==> run_1/ff_map.png <==
Scale: 4 px per micron. Other sequential cells in the stronger grey, the rest of the logic in the fainter grey.
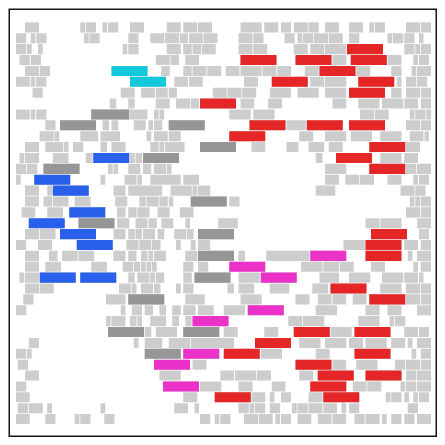
==> run_1/floorplan.png <==
Scale: 4 px per micron. Pins as bars on the die edge.
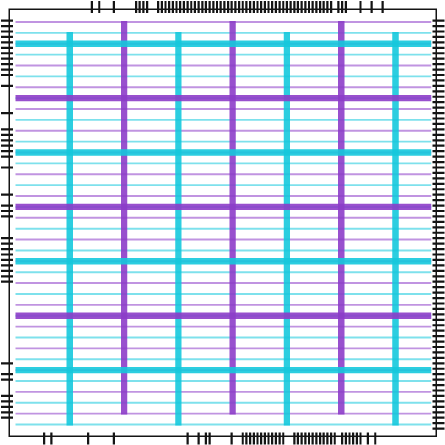
==> run_1/class_map.png <==
Scale: 4 px per micron. Fill, decap, tap and diode cells in grey.
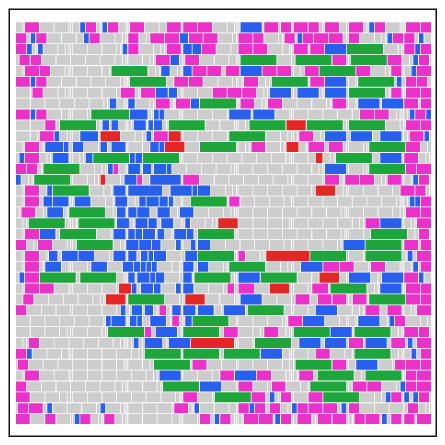
[src/rtl/imem_load_ctrl.sv]
// imem_load_ctrl
//   Sequences program loading into instructionMem and arbitrates its ports
//   between the host loader and CPU fetch. A start pulse samples load_len.
//   The host word stream is then written to addresses 0..len-1, and the read
//   port is handed to the CPU once loading has finished.
//
//   Optional feature macro: IMEM_LOAD_VERIFY_EN
//     When defined, every loaded word is read back after the load. The XOR of
//     the read-back data is compared against the XOR of the words that were
//     written. A mismatch sends the controller to ERROR instead of RUN.
//     When undefined, LOAD goes straight to RUN. In that build, error is only
//     raised for an oversized load_len.
//
//   Reset is asynchronous and active-low. It aborts any load in progress.

module imem_load_ctrl #(
    parameter int DATA_W = 32,
    parameter int ADDR_W = 8,
    parameter int RD_LAT = 1
) (
    input  logic              clk,
    input  logic              reset,
    input  logic              start,
    input  logic [ADDR_W:0]   load_len,
    input  logic              host_valid,
    input  logic [DATA_W-1:0] host_data,
    output logic              host_ready,
    output logic              mem_wr,
    output logic [31:0]       mem_waddr,
    output logic [DATA_W-1:0] mem_wdata,
    output logic [31:0]       mem_raddr,
    input  logic [DATA_W-1:0] mem_rdata,
    input  logic [ADDR_W-1:0] cpu_pc,
    output logic [DATA_W-1:0] cpu_instr,
    output logic              cpu_stall,
    output logic              busy,
    output logic              done,
    output logic              error
);

    // Largest legal word count (the full memory depth) and a pointer-width one.
    localparam logic [ADDR_W:0] DEPTH_LEN = {1'b1, {ADDR_W{1'b0}}};
    localparam logic [ADDR_W:0] ONE_PTR   = {{ADDR_W{1'b0}}, 1'b1};

    typedef enum logic [2:0] {
        IDLE,
        LOAD,
`ifdef IMEM_LOAD_VERIFY_EN
        VERIFY,
`endif
        RUN,
        ERROR
    } stateT;

    stateT             state;
    logic [ADDR_W:0]   lenReg;
    logic [ADDR_W:0]   wptr;
    logic [ADDR_W:0]   wptrInc;
    logic              hostReady;
    logic              memWr;
    logic [ADDR_W-1:0] memWaddr;
    logic [DATA_W-1:0] memWdata;
    logic [ADDR_W-1:0] rdAddrNarrow;
    logic              cpuStall;
    logic              busyReg;
    logic              doneReg;
    logic              errorReg;

`ifdef IMEM_LOAD_VERIFY_EN
    // Read-back bookkeeping. The cycle counter must run RD_LAT cycles past
    // the last address so that it catches the final returning word.
    localparam logic [ADDR_W+1:0] ONE_CNT   = {{(ADDR_W+1){1'b0}}, 1'b1};
    localparam logic [ADDR_W+1:0] RD_LAT_V  = (ADDR_W+2)'(RD_LAT);

    logic [DATA_W-1:0] chk;
    logic [DATA_W-1:0] vchk;
    logic [ADDR_W:0]   rptr;
    logic [ADDR_W+1:0] vcnt;
    logic [ADDR_W+1:0] lastCnt;
    logic [DATA_W-1:0] vchkFinal;

    assign lastCnt   = {1'b0, lenReg} + RD_LAT_V - ONE_CNT;
    assign vchkFinal = vchk ^ mem_rdata;
`endif

    assign wptrInc = wptr + ONE_PTR;

    // Read-port arbitration: the CPU owns the port in RUN. Otherwise the
    // controller drives it (read-back addresses during VERIFY, zero elsewhere).
    always_comb begin
        rdAddrNarrow = '0;
        if (state == RUN) begin
            rdAddrNarrow = cpu_pc;
        end
`ifdef IMEM_LOAD_VERIFY_EN
        else if (state == VERIFY) begin
            rdAddrNarrow = rptr[ADDR_W-1:0];
        end
`endif
    end

    assign mem_raddr  = {{(32-ADDR_W){1'b0}}, rdAddrNarrow};
    assign mem_waddr  = {{(32-ADDR_W){1'b0}}, memWaddr};
    assign mem_wdata  = memWdata;
    assign mem_wr     = memWr;
    assign host_ready = hostReady;
    assign cpu_instr  = mem_rdata;
    assign cpu_stall  = cpuStall;
    assign busy       = busyReg;
    assign done       = doneReg;
    assign error      = errorReg;

    // Main controller FSM. All outputs are registered here. The final write
    // lands in the extra LOAD cycle after the last handshake, so no write is
    // ever in flight once the CPU owns the memory.
    always_ff @(posedge clk or negedge reset) begin
        if (!reset) begin
            state     <= IDLE;
            lenReg    <= '0;
            wptr      <= '0;
            hostReady <= 1'b0;
            memWr     <= 1'b0;
            memWaddr  <= '0;
            memWdata  <= '0;
            cpuStall  <= 1'b1;
            busyReg   <= 1'b0;
            doneReg   <= 1'b0;
            errorReg  <= 1'b0;
`ifdef IMEM_LOAD_VERIFY_EN
            chk       <= '0;
            vchk      <= '0;
            rptr      <= '0;
            vcnt      <= '0;
`endif
        end else begin
            doneReg <= 1'b0;
            case (state)
                IDLE, RUN, ERROR: begin
                    memWr <= 1'b0;
                    if (start) begin
                        lenReg   <= load_len;
                        wptr     <= '0;
                        errorReg <= 1'b0;
`ifdef IMEM_LOAD_VERIFY_EN
                        chk      <= '0;
`endif
                        if (load_len > DEPTH_LEN) begin
                            state    <= ERROR;
                            errorReg <= 1'b1;
                            cpuStall <= 1'b1;
                        end else if (load_len == '0) begin
                            state    <= RUN;
                            doneReg  <= 1'b1;
                            cpuStall <= 1'b0;
                        end else begin
                            state     <= LOAD;
                            hostReady <= 1'b1;
                            busyReg   <= 1'b1;
                            cpuStall  <= 1'b1;
                        end
                    end
                end

                LOAD: begin
                    if (wptr == lenReg) begin
                        memWr     <= 1'b0;
                        hostReady <= 1'b0;
`ifdef IMEM_LOAD_VERIFY_EN
                        state     <= VERIFY;
                        rptr      <= '0;
                        vcnt      <= '0;
                        vchk      <= '0;
`else
                        state     <= RUN;
                        busyReg   <= 1'b0;
                        doneReg   <= 1'b1;
                        cpuStall  <= 1'b0;
`endif
                    end else if (host_valid && hostReady) begin
                        memWr    <= 1'b1;
                        memWaddr <= wptr[ADDR_W-1:0];
                        memWdata <= host_data;
                        wptr     <= wptrInc;
`ifdef IMEM_LOAD_VERIFY_EN
                        chk      <= chk ^ host_data;
`endif
                        if (wptrInc == lenReg) begin
                            hostReady <= 1'b0;
                        end
                    end else begin
                        memWr <= 1'b0;
                    end
                end

`ifdef IMEM_LOAD_VERIFY_EN
                VERIFY: begin
                    memWr <= 1'b0;
                    vcnt  <= vcnt + ONE_CNT;
                    if (rptr != lenReg) begin
                        rptr <= rptr + ONE_PTR;
                    end
                    if (vcnt >= RD_LAT_V) begin
                        vchk <= vchkFinal;
                    end
                    if (vcnt == lastCnt) begin
                        busyReg <= 1'b0;
                        if (vchkFinal == chk) begin
                            state    <= RUN;
                            doneReg  <= 1'b1;
                            cpuStall <= 1'b0;
                        end else begin
                            state    <= ERROR;
                            errorReg <= 1'b1;
                            cpuStall <= 1'b1;
                        end
                    end
                end
`endif

                default: begin
                    state <= IDLE;
                end
            endcase
        end
    end

endmodule

[config.mk]
export PLATFORM = sky130hd
export DESIGN_NAME = imem_load_ctrl
export DESIGN_NICKNAME = d
export VERILOG_FILES = /design/src/rtl/imem_load_ctrl.sv
export SDC_FILE = /design/constraint.sdc
export NUM_CORES = 1
export LEC_CHECK = 0
export ABC_CLOCK_PERIOD_IN_PS = 2600
export CORE_MARGIN = 1
export CORE_UTILIZATION = 35
export DETAILED_ROUTE_END_ITERATION = 6
export GPL_TIMING_DRIVEN = 0
export PLACE_DENSITY = 0.76
export SYNTH_ARGS = -nofsm -noshare
export SYNTH_HDL_FRONTEND = slang
export SYNTH_SLANG_ARGS = --single-unit
[constraint.sdc]
create_clock -name clk -period 2.6 [get_ports clk]
set_input_delay 0.52 -clock clk [delete_from_list [all_inputs] [get_ports clk]]
set_output_delay 0.52 -clock clk [all_outputs]
set_load 0.005 [all_outputs]
==> Changelog: implementation, run 1 <==
### Implementation results

* Initial core utilization at 36.43%
* Clock-pin slew of the registers on the worst-case setup and hold paths at roughly 0.08 ns
* Count of library flops with an enable pin at 0
* Post-route fraction of the period consumed by the critical path at 87.77%
* Mean area per synthesized cell at 11.91 sq um
* Critical-path maximum fanout at 8
* Met3 layer wire length in the routed design at 611 microns
* Most frequently placed logic cell in the final layout: sky130_fd_sc_hd__clkdlybuf4s50_1
* Placed cell count at about 640
* Post-synthesis cell area at 3811 sq um
* # Taps at 136
* Multi-input combinational gate total at 204
* Fraction of area in multi-input gates at 28.20%
* First-pass GRT wire length at 13.93 mm
* Post-DRT Antenna Nets at 0
* Total of cells resized after clock tree synthesis at 0
* Residual DRC count at 0
* Violation count after the first detailed-route iteration at ~85
* Top library cells by usage in the layout, fill and taps aside: sky130_fd_sc_hd__clkdlybuf4s50_1 (137), sky130_fd_sc_hd__buf_4 (82), sky130_fd_sc_hd__dfrtp_1 (65)
* MUX share of area at between 10% and 20%
* Slowest CP cell: sky130_fd_sc_hd__clkdlybuf4s50_1
* Weighted congestion at the end of routability-driven global placement at 0.8463
* Final Total Pwr at 0.004942 W
* Comb power at ~0.0023 W
* Status: completed
* GR met2 Demand/Resource at 28.01%
* Net switching fraction of the power at 29.57%
* Share of layout cells above drive strength 1 at 31.09%
* DPL Wire Length at between 6 and 7 mm
* Clock tree from TritonCTS: done
* Layout overhead on the synthesized area at 51.02%
* Number of ordinary inverters in the final layout at 4
* Achievable Freq at 438.2 MHz
* Post-layout minimum cycle time at 2.282 ns
* Arrival time of data at the critical path endpoint at 1.76 ns
* Flip-flop count of the largest register, all copies and words added at 32
* Critical path startpoint category: flop
* Area share of the leading cell type in the synthesized netlist at 42.68%
* Cell at the root of the clock tree: sky130_fd_sc_hd__clkbuf_8
* Total count of max-transition violations in the final report at 0
* Seq area share at 28.72%
* Clock group total power at 0.000957 W
* Predominant post-synthesis flop cell: sky130_fd_sc_hd__dfrtp_1
* Standard-cell rows at 37
* Combinational fraction of design power at a little under half
* Setup_tns at 0 ns
* Non-clock buffer instance count of the final layout at 231
* Clock Skews at 0.008475 ns
* Critical Path, Cell by Cell: nor2_1 -> and2_1 -> clkdlybuf4s50_1
* WL per Instance at 13.27 microns
* Count of pins on the block boundary at 219
* Leading area contributor after synthesis: sky130_fd_sc_hd__dfrtp_1
* Number of global-route vias before repair at 2772
* Cts-stage hold buffer count at 0
* Internal portion of total power at 0.003481 W
* Capturing element type of the critical path: output pin
* Worst hold path type: primary input to async pin
* Fraction of power consumed by sequential logic at 34.4%
* Width of the die at 106.4 microns
* Clock power frac at 19.4%
* Instance area after placement at 5537 sq um
* Register area at between 1500 and 2000 sq um
* Worst-case clock buffer depth at 2
* CTS Sinks at ~66
* Worst flop-to-flop path startpoint: wptr[7]
* Clock network contribution to total cell area at 3.804%
* Total power density per cell area at 858.7 nW/um^2
* Number of vias per cell at about 4.2
* Number of nets in the layout at 605
* TritonRoute pass-1 iters at 4
* Total length of routed met2 wires at around 4.6 mm
* Gate count of the mapped netlist at 320
* Data required time at the worst endpoint at 2.08 ns
* Post-CTS repair timing setup buffer count at 0
* RSZ-0062 raised after global routing: no
* Reported sequential group power at 0.00170 W
* Global routing's busiest layer: met2
* Max Cap Violations at 0
* Worst slack at placement at about 0.22 ns
* Routed Wire Length at between 8 and 9 mm
* Biggest cell category by area in the final layout: buffers
* Worst slew pin tran at 0.8388 ns
* Critical path endpoint: mem_raddr[5]
* Met1 routing resource usage after global routing at 18.10%
* Area occupied by multi-input gates at about 1600 sq um
* Flops after synth at 66
* Leading cell types by total area after synthesis: sky130_fd_sc_hd__dfrtp_1 (43%), sky130_fd_sc_hd__buf_4 (16%), sky130_fd_sc_hd__mux2_4 (16%), sky130_fd_sc_hd__mux2_2 (3.3%), sky130_fd_sc_hd__xnor2_1 (2.1%)
* H-Tree Depth at 3
* Syn. warnings at 0
* Pin count of the biggest net entering global routing at 67
* Core Area at 10460 sq um
* Vias after detailed routing at 2792
* Slew HR at 44.08%
* Setup slack on the worst flop-to-flop path at between 0.4 and 0.5 ns
Back to the opening pictures, ff_map.png:
mem_wdata: marked red, flops 32. memWaddr: marked magenta, flops 8. state: marked cyan, flops 2. lenReg: marked blue, flops 9, where west.
Another 15 sequential cells are not coloured.

Back to the opening pictures, floorplan.png:
VDD: marked purple. VSS: marked cyan.
7 straps on met5. 38 met1 rails follow the rows. 219 signal pins sit on the boundary.

Back to the opening pictures, class_map.png:
remaining buffers and delay cells: marked magenta, cells 231, share of their area 37%. clock drivers and dummy loads: marked red, cells 16, share of their area 3.9%. registers: marked green, cells 66, share of their area 30%. remaining logic cells: marked blue, cells 208, share of their area 29%.

==> run_1/congestion_map.png <==
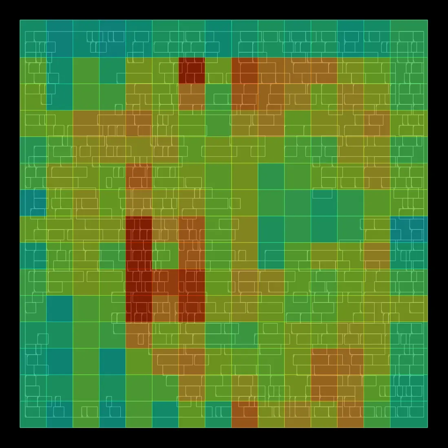

==> run 2: changes to the inputs <==
ABC_CLOCK_PERIOD_IN_PS = 2800   (was 2600)
CORE_MARGIN = 4   (was 1)
clock period = 2.8 ns   (was 2.6 ns; I/O delays follow)
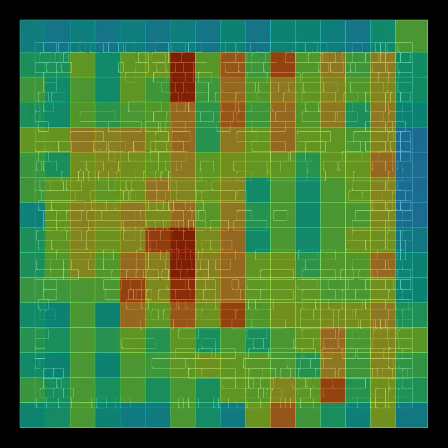
(run_2/congestion_map.png)
met1 routing resource usage after global routing: 16.45%
global router's overall resource usage: 14.18%
GR met2 Demand/Resource: 24.91%

==> run 2 against run 1 <==
  * Die area increased by 12%
  * Non-clock buffer count stayed put
  * Total power shrank 5.2%
  * Sequential share of layout area is 0.12 points lower
  * Critical path depth is the same
  * Critical path type unchanged
  * Count of clock-buffer cells in the layout unchanged
  * Sequential power fell by 7%
  * First-iteration DRC count is 75% higher
  * Core utilization rose by 0.23 points
  * Clock skew about the same
  * Setup slack improved by 0.18 ns
  * Wire length is 8.1% higher
  * Largest power group unchanged
  * Highest routed layer unchanged
==> Changelog: implementation, run 2 <==
### Implementation results

* Worst flop-to-flop path startpoint: wptr[7]
* Leading cell types by total area after synthesis: sky130_fd_sc_hd__dfrtp_1 (43%), sky130_fd_sc_hd__buf_4 (16%), sky130_fd_sc_hd__mux2_4 (16%), sky130_fd_sc_hd__mux2_2 (3.3%), sky130_fd_sc_hd__xnor2_1 (2.1%)
* Worst slack at placement at 0.3928 ns
* Mean area per synthesized cell at 11.91 sq um
* MUX share of area at between 10% and 20%
* Seq area share at 28.60%
* Clock tree from TritonCTS: done
* Delay of the slowest cell on the worst path at 0.51 ns
* Most frequently placed logic cell in the final layout: sky130_fd_sc_hd__clkdlybuf4s50_1
* Post-synthesis cell area at 3811 sq um
* Post-route fraction of the period consumed by the critical path at 82.10%
* Setup ws final at 0.5013 ns
* Net switching fraction of the power at slightly below 30%
* Final cell utilization of the core at 55.24%
* Clock group total power at 0.000978 W
* Number of global-route vias before repair at 2893
* Critical path endpoint: mem_raddr[1]
* Comb power at 0.00213 W
* Max Cap Violations at 0
* Fraction of power consumed by sequential logic at around a third
* Critical-path maximum fanout at 8
* Compound-cell area share of the yosys netlist at under 10%
* H-Tree Depth at 3
* WL per Instance at 14.34 microns
* Clock network contribution to total cell area at under 10%
* TritonRoute pass-1 iters at 4
* Residual DRC count at 0
* Top library cells by usage in the layout, fill and taps aside: sky130_fd_sc_hd__clkdlybuf4s50_1 (137), sky130_fd_sc_hd__buf_4 (82), sky130_fd_sc_hd__dfrtp_1 (65)
* Count of pins on the block boundary at 219
* Syn. warnings at 0
* Setup_tns at 0 ns
* Switching power of the nets at around 0.0014 W
* Post-CTS repair timing setup buffer count at 0
* Clock-pin slew of the registers on the worst-case setup and hold paths at 0.07 ns
* Arrival time of data at the critical path endpoint at 1.74 ns
* Worst Setup Path Type: flop to output pin
* Num CTS Buffers at 9
* Leading area contributor after synthesis: sky130_fd_sc_hd__dfrtp_1
* Die height at roughly 110 microns
* Flops after synth at about 66
* Yosys cell count at 320
* CTS Sinks at 66
* Share of layout cells above drive strength 1 at 31.09%
* Setup slack on the worst flop-to-flop path at 0.70 ns
* Count of library flops with an enable pin at 0
* Vias after detailed routing at 2869
* Gate count of the mapped netlist at approximately 320
* Achievable Freq at 435.0 MHz
* Global routing's busiest layer: met2
* Fraction of area in multi-input gates at ~28%
* Main power group: combinational logic
* Worst hold path type: primary input to async pin
* Internal portion of total power at between 0.003 and 0.004 W
* Total count of max-transition violations in the final report at 0
* DPL Wire Length at 7.458 mm
* Cell at the root of the clock tree: sky130_fd_sc_hd__clkbuf_8
* Total power density per cell area at 811.1 nW/um^2
* Clock Skews at 0.008420 ns
* Standard-cell rows at 37
* Total length of routed met2 wires at just under 5 mm
* Status: completed
* # Taps at 136
* Area occupied by multi-input gates at about 1600 sq um
* Leakage power at 2.719 nW
* RSZ-0062 raised after global routing: no
* Reported sequential group power at roughly 0.0016 W
* Width of the die at roughly 110 microns
* Cts-stage hold buffer count at 0
* Worst slew pin tran at just over 0.8 ns
* Hold WS at 0.3034 ns
* Main kind of combinational logic by area: multiplexers
* Routed Wire Length at between 9 and 10 mm
* Design Area, Final at 5779 sq um
* Post-DRT Antenna Nets at 0
* Combinational fraction of design power at 45.5%
* Post-synthesis simple-gate area fraction at 8.503%
* Total of cells resized after clock tree synthesis at 0
* Number of ordinary inverters in the final layout at 4
* Instance area after placement at 5537 sq um
* Post-layout minimum cycle time at 2.299 ns
* Biggest cell category by area in the final layout: buffers
* Slowest CP cell: sky130_fd_sc_hd__clkdlybuf4s50_1
* Dominant cell by count in the synthesized netlist: sky130_fd_sc_hd__buf_4
* Met3 layer wire length in the routed design at 820 microns
* Multi-input combinational gate total at approximately 200
* Non-clock buffering overhead in the final layout at 35.92%
* Share of synthesized area occupied by flip-flops and latches at 43.37%
* Data required time at the worst endpoint at 2.24 ns
* Number of non-filler instances in the completed layout at 657
* Final Total Pwr at 0.004688 W
* Flip-flop count of the largest register, all copies and words added at 32
* Placed cell count at 641
* Predominant post-synthesis flop cell: sky130_fd_sc_hd__dfrtp_1
* Non-clock buffer instance count of the final layout at 231
* Area share of the leading cell type in the synthesized netlist at 42.68%
* Initial core utilization at 36.43%
* Clock power frac at 20.9%
* Layout overhead on the synthesized area at 51.64%
* Violation count after the first detailed-route iteration at about 150
* Final Hold Fails at 0
* Number of diodes at 0
* Register area at between 1500 and 2000 sq um
* Clock latency reported for the late side of the worst-skew pair at between 0.3 and 0.4 ns
* First-pass GRT wire length at 14.47 mm
* GR Layer Usage met3 at roughly 5.2%
* Capturing element type of the critical path: output pin
* Pin count of the biggest net entering global routing at around 67
* Count of cell types in the netlist at between 40 and 50
* Critical path startpoint category: flop
* Sequential cell count at 66
* Worst-case clock buffer depth at 2
* Number of vias per cell at 4.367
* Core Area at 10460 sq um
* Weighted congestion at the end of routability-driven global placement at 0.8337
* Critical Path, Cell by Cell: nor2_1 -> and2_1 -> clkdlybuf4s50_1
* Number of nets in the layout at 605
* Slew HR at 44.90%
* Adder and majority cell fraction of the synthesized area at 1.313%
==> run_2/class_map.png <==
Scale: 4 px per micron. Fill, decap, tap and diode cells in grey.
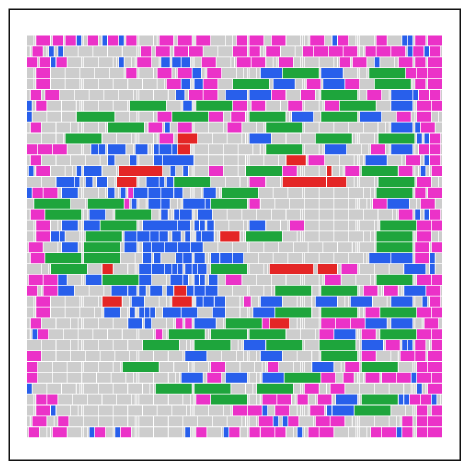

==> run 3: changes to the inputs <==
ABC_CLOCK_PERIOD_IN_PS = 1900   (was 2800)
PLACE_DENSITY = 0.79   (was 0.76)
clock period = 1.9 ns   (was 2.8 ns; I/O delays follow)
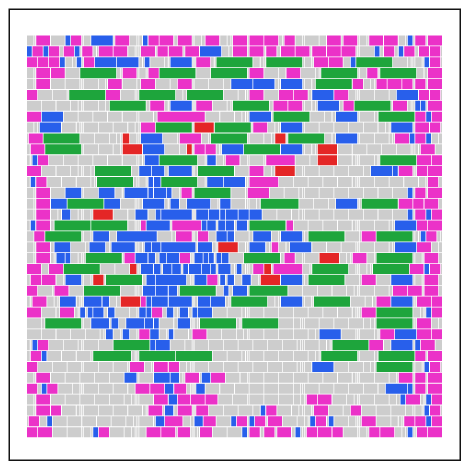
(run_3/class_map.png)
Scale: 4 px per micron. Fill, decap, tap and diode cells in grey.
final cell utilization of the core: 57.33%
Seq area share: 27.62%

==> run 3 against run 2 <==
  * The run now ends with setup timing left
  * Sequential share of layout area shrank 0.98 points
  * Synthesized cell count is the same
  * Cell area grew 3.8%
  * Via count grew 0.80%
  * Sequential cell count is the same
  * Setup slack lost 0.60 ns
  * Core utilization grew 2.1 points
  * Count of clock-buffer cells in the layout grew 1
  * Critical path type is now flop to flop
  * Total power grew 49%
  * Wire length grew 1.6%
  * Global-route usage grew 0.46 points
==> Changelog: implementation, run 3 <==
### Implementation results

* Capturing element type of the critical path: flop
* Switching power of the nets at 0.002158 W
* Flops after synth at around 66
* Number of vias per cell at 4.316
* Final tally of setup violations at 43
* Leading area contributor after synthesis: sky130_fd_sc_hd__dfrtp_1
* Clock-pin slew of the registers on the worst-case setup and hold paths at 0.07 ns
* Number of nets in the layout at between 600 and 700
* Critical path startpoint category: flop
* Worst-case clock buffer depth at 2
* Comb power at between 0.003 and 0.004 W
* Share of layout cells above drive strength 1 at 36.33%
* Worst flop-to-flop path startpoint: wptr[8]
* Top library cells by usage in the layout, fill and taps aside: sky130_fd_sc_hd__clkdlybuf4s50_1 (129), sky130_fd_sc_hd__buf_4 (93), sky130_fd_sc_hd__dfrtp_1 (62)
* Most frequently placed logic cell in the final layout: sky130_fd_sc_hd__clkdlybuf4s50_1
* Non-clock buffering overhead in the final layout at 37.44%
* Gate count of the mapped netlist at around 320
* Global router's overall resource usage at 14.64%
* Placed cell count at between 600 and 700
* Final Total Pwr at 0.006978 W
* Arrival time of data at the critical path endpoint at 2.23 ns
* Biggest cell category by area in the final layout: buffers
* MUX share of area at 19.80%
* Net switching fraction of the power at a little under a third
* Critical path endpoint: mem_wdata[14]
* Mean area per synthesized cell at about 12 sq um
* H-Tree Depth at 3
* Total of cells resized after clock tree synthesis at 30
* Data required time at the worst endpoint at between 2 and 2.5 ns
* Total power density per cell area at 1163 nW/um^2
* Post-synthesis cell area at 3811 sq um
* TritonRoute pass-1 iters at 4
* Area share of the leading cell type in the synthesized netlist at between 40% and 50%
* Main kind of combinational logic by area: multiplexers
* Cell at the root of the clock tree: sky130_fd_sc_hd__clkbuf_8
* Standard-cell rows at 37
* Violation count after the first detailed-route iteration at 149
* Worst Setup Path Type: flop to flop
* # Taps at 136
* Share of synthesized area occupied by flip-flops and latches at 43.37%
* Global routing's busiest layer: met2
* Status: finished with violations
* Achievable Freq at about 500 MHz
* Area occupied by multi-input gates at between 1500 and 2000 sq um
* Clock network contribution to total cell area at under 10%
* Fraction of area in multi-input gates at 28.99%
* Critical Path, Cell by Cell: xor2_2 -> nor4b_4 -> buf_4 -> a31oi_4 -> buf_12 -> buf_12 -> mux2_4
* Slew HR at 45.22%
* Die height at 112.4 microns
* Met3 layer wire length in the routed design at a little over 800 microns
* Delay of the slowest cell on the worst path at 0.44 ns
* Total length of routed met2 wires at 4.966 mm
* Fraction of power consumed by sequential logic at 34.1%
* DPL Wire Length at about 7 mm
* First-pass GRT wire length at 14.92 mm
* Flip-flop count of the largest register, all copies and words added at 32
* WL per Instance at 14.29 microns
* Design Area, Final at ~6000 sq um
* Initial core utilization at a little over a third
* Width of the die at 112.4 microns
* Number of ordinary inverters in the final layout at 4
* Clock tree from TritonCTS: done
* Internal portion of total power at 0.004820 W
* Post-CTS repair timing setup buffer count at 10
* Compound-cell area share of the yosys netlist at around 4.6%
* Combinational fraction of design power at 51.0%
* Leading cell types by total area after synthesis: sky130_fd_sc_hd__dfrtp_1 (43%), sky130_fd_sc_hd__buf_4 (16%), sky130_fd_sc_hd__mux2_4 (16%), sky130_fd_sc_hd__mux2_2 (3.3%), sky130_fd_sc_hd__xnor2_1 (2.1%)
* Setup_tns at -3.583 ns
* Instance area after placement at approximately 5500 sq um
* GR met2 Demand/Resource at a little over a quarter
* Sequential cell count at 66
* Post-synthesis simple-gate area fraction at between 8 and 9%
* CTS Sinks at 66
* Main power group: combinational logic
* Max Cap Violations at 0
* Clock Skews at 0.008899 ns
* Final Hold Fails at 0
* Met1 routing resource usage after global routing at 16.65%
* Syn. warnings at 0
* Multi-input combinational gate total at 205
* Vias after detailed routing at 2892
* Clock latency reported for the late side of the worst-skew pair at 0.34 ns
* Register area at 1657 sq um
* Critical-path maximum fanout at 10
* Setup ws final at -0.1028 ns
* Yosys cell count at 320
* Clock group total power at around 0.0010 W
* Core Area at 10460 sq um
* Dominant cell by count in the synthesized netlist: sky130_fd_sc_hd__buf_4
* Worst hold path type: primary input to async pin
* Number of global-route vias before repair at 3006
* Total count of max-transition violations in the final report at 0
* Count of library flops with an enable pin at 0
* Count of pins on the block boundary at approximately 220
* Pin count of the biggest net entering global routing at 67
* Post-layout minimum cycle time at roughly 2 ns
* Worst slack at placement at -0.3333 ns
* RSZ-0062 raised after global routing: yes
* Violated checks: setup timing
* Setup slack on the worst flop-to-flop path at -0.10 ns
* Residual DRC count at 0
Power is estimated from default activity; no workload was simulated.
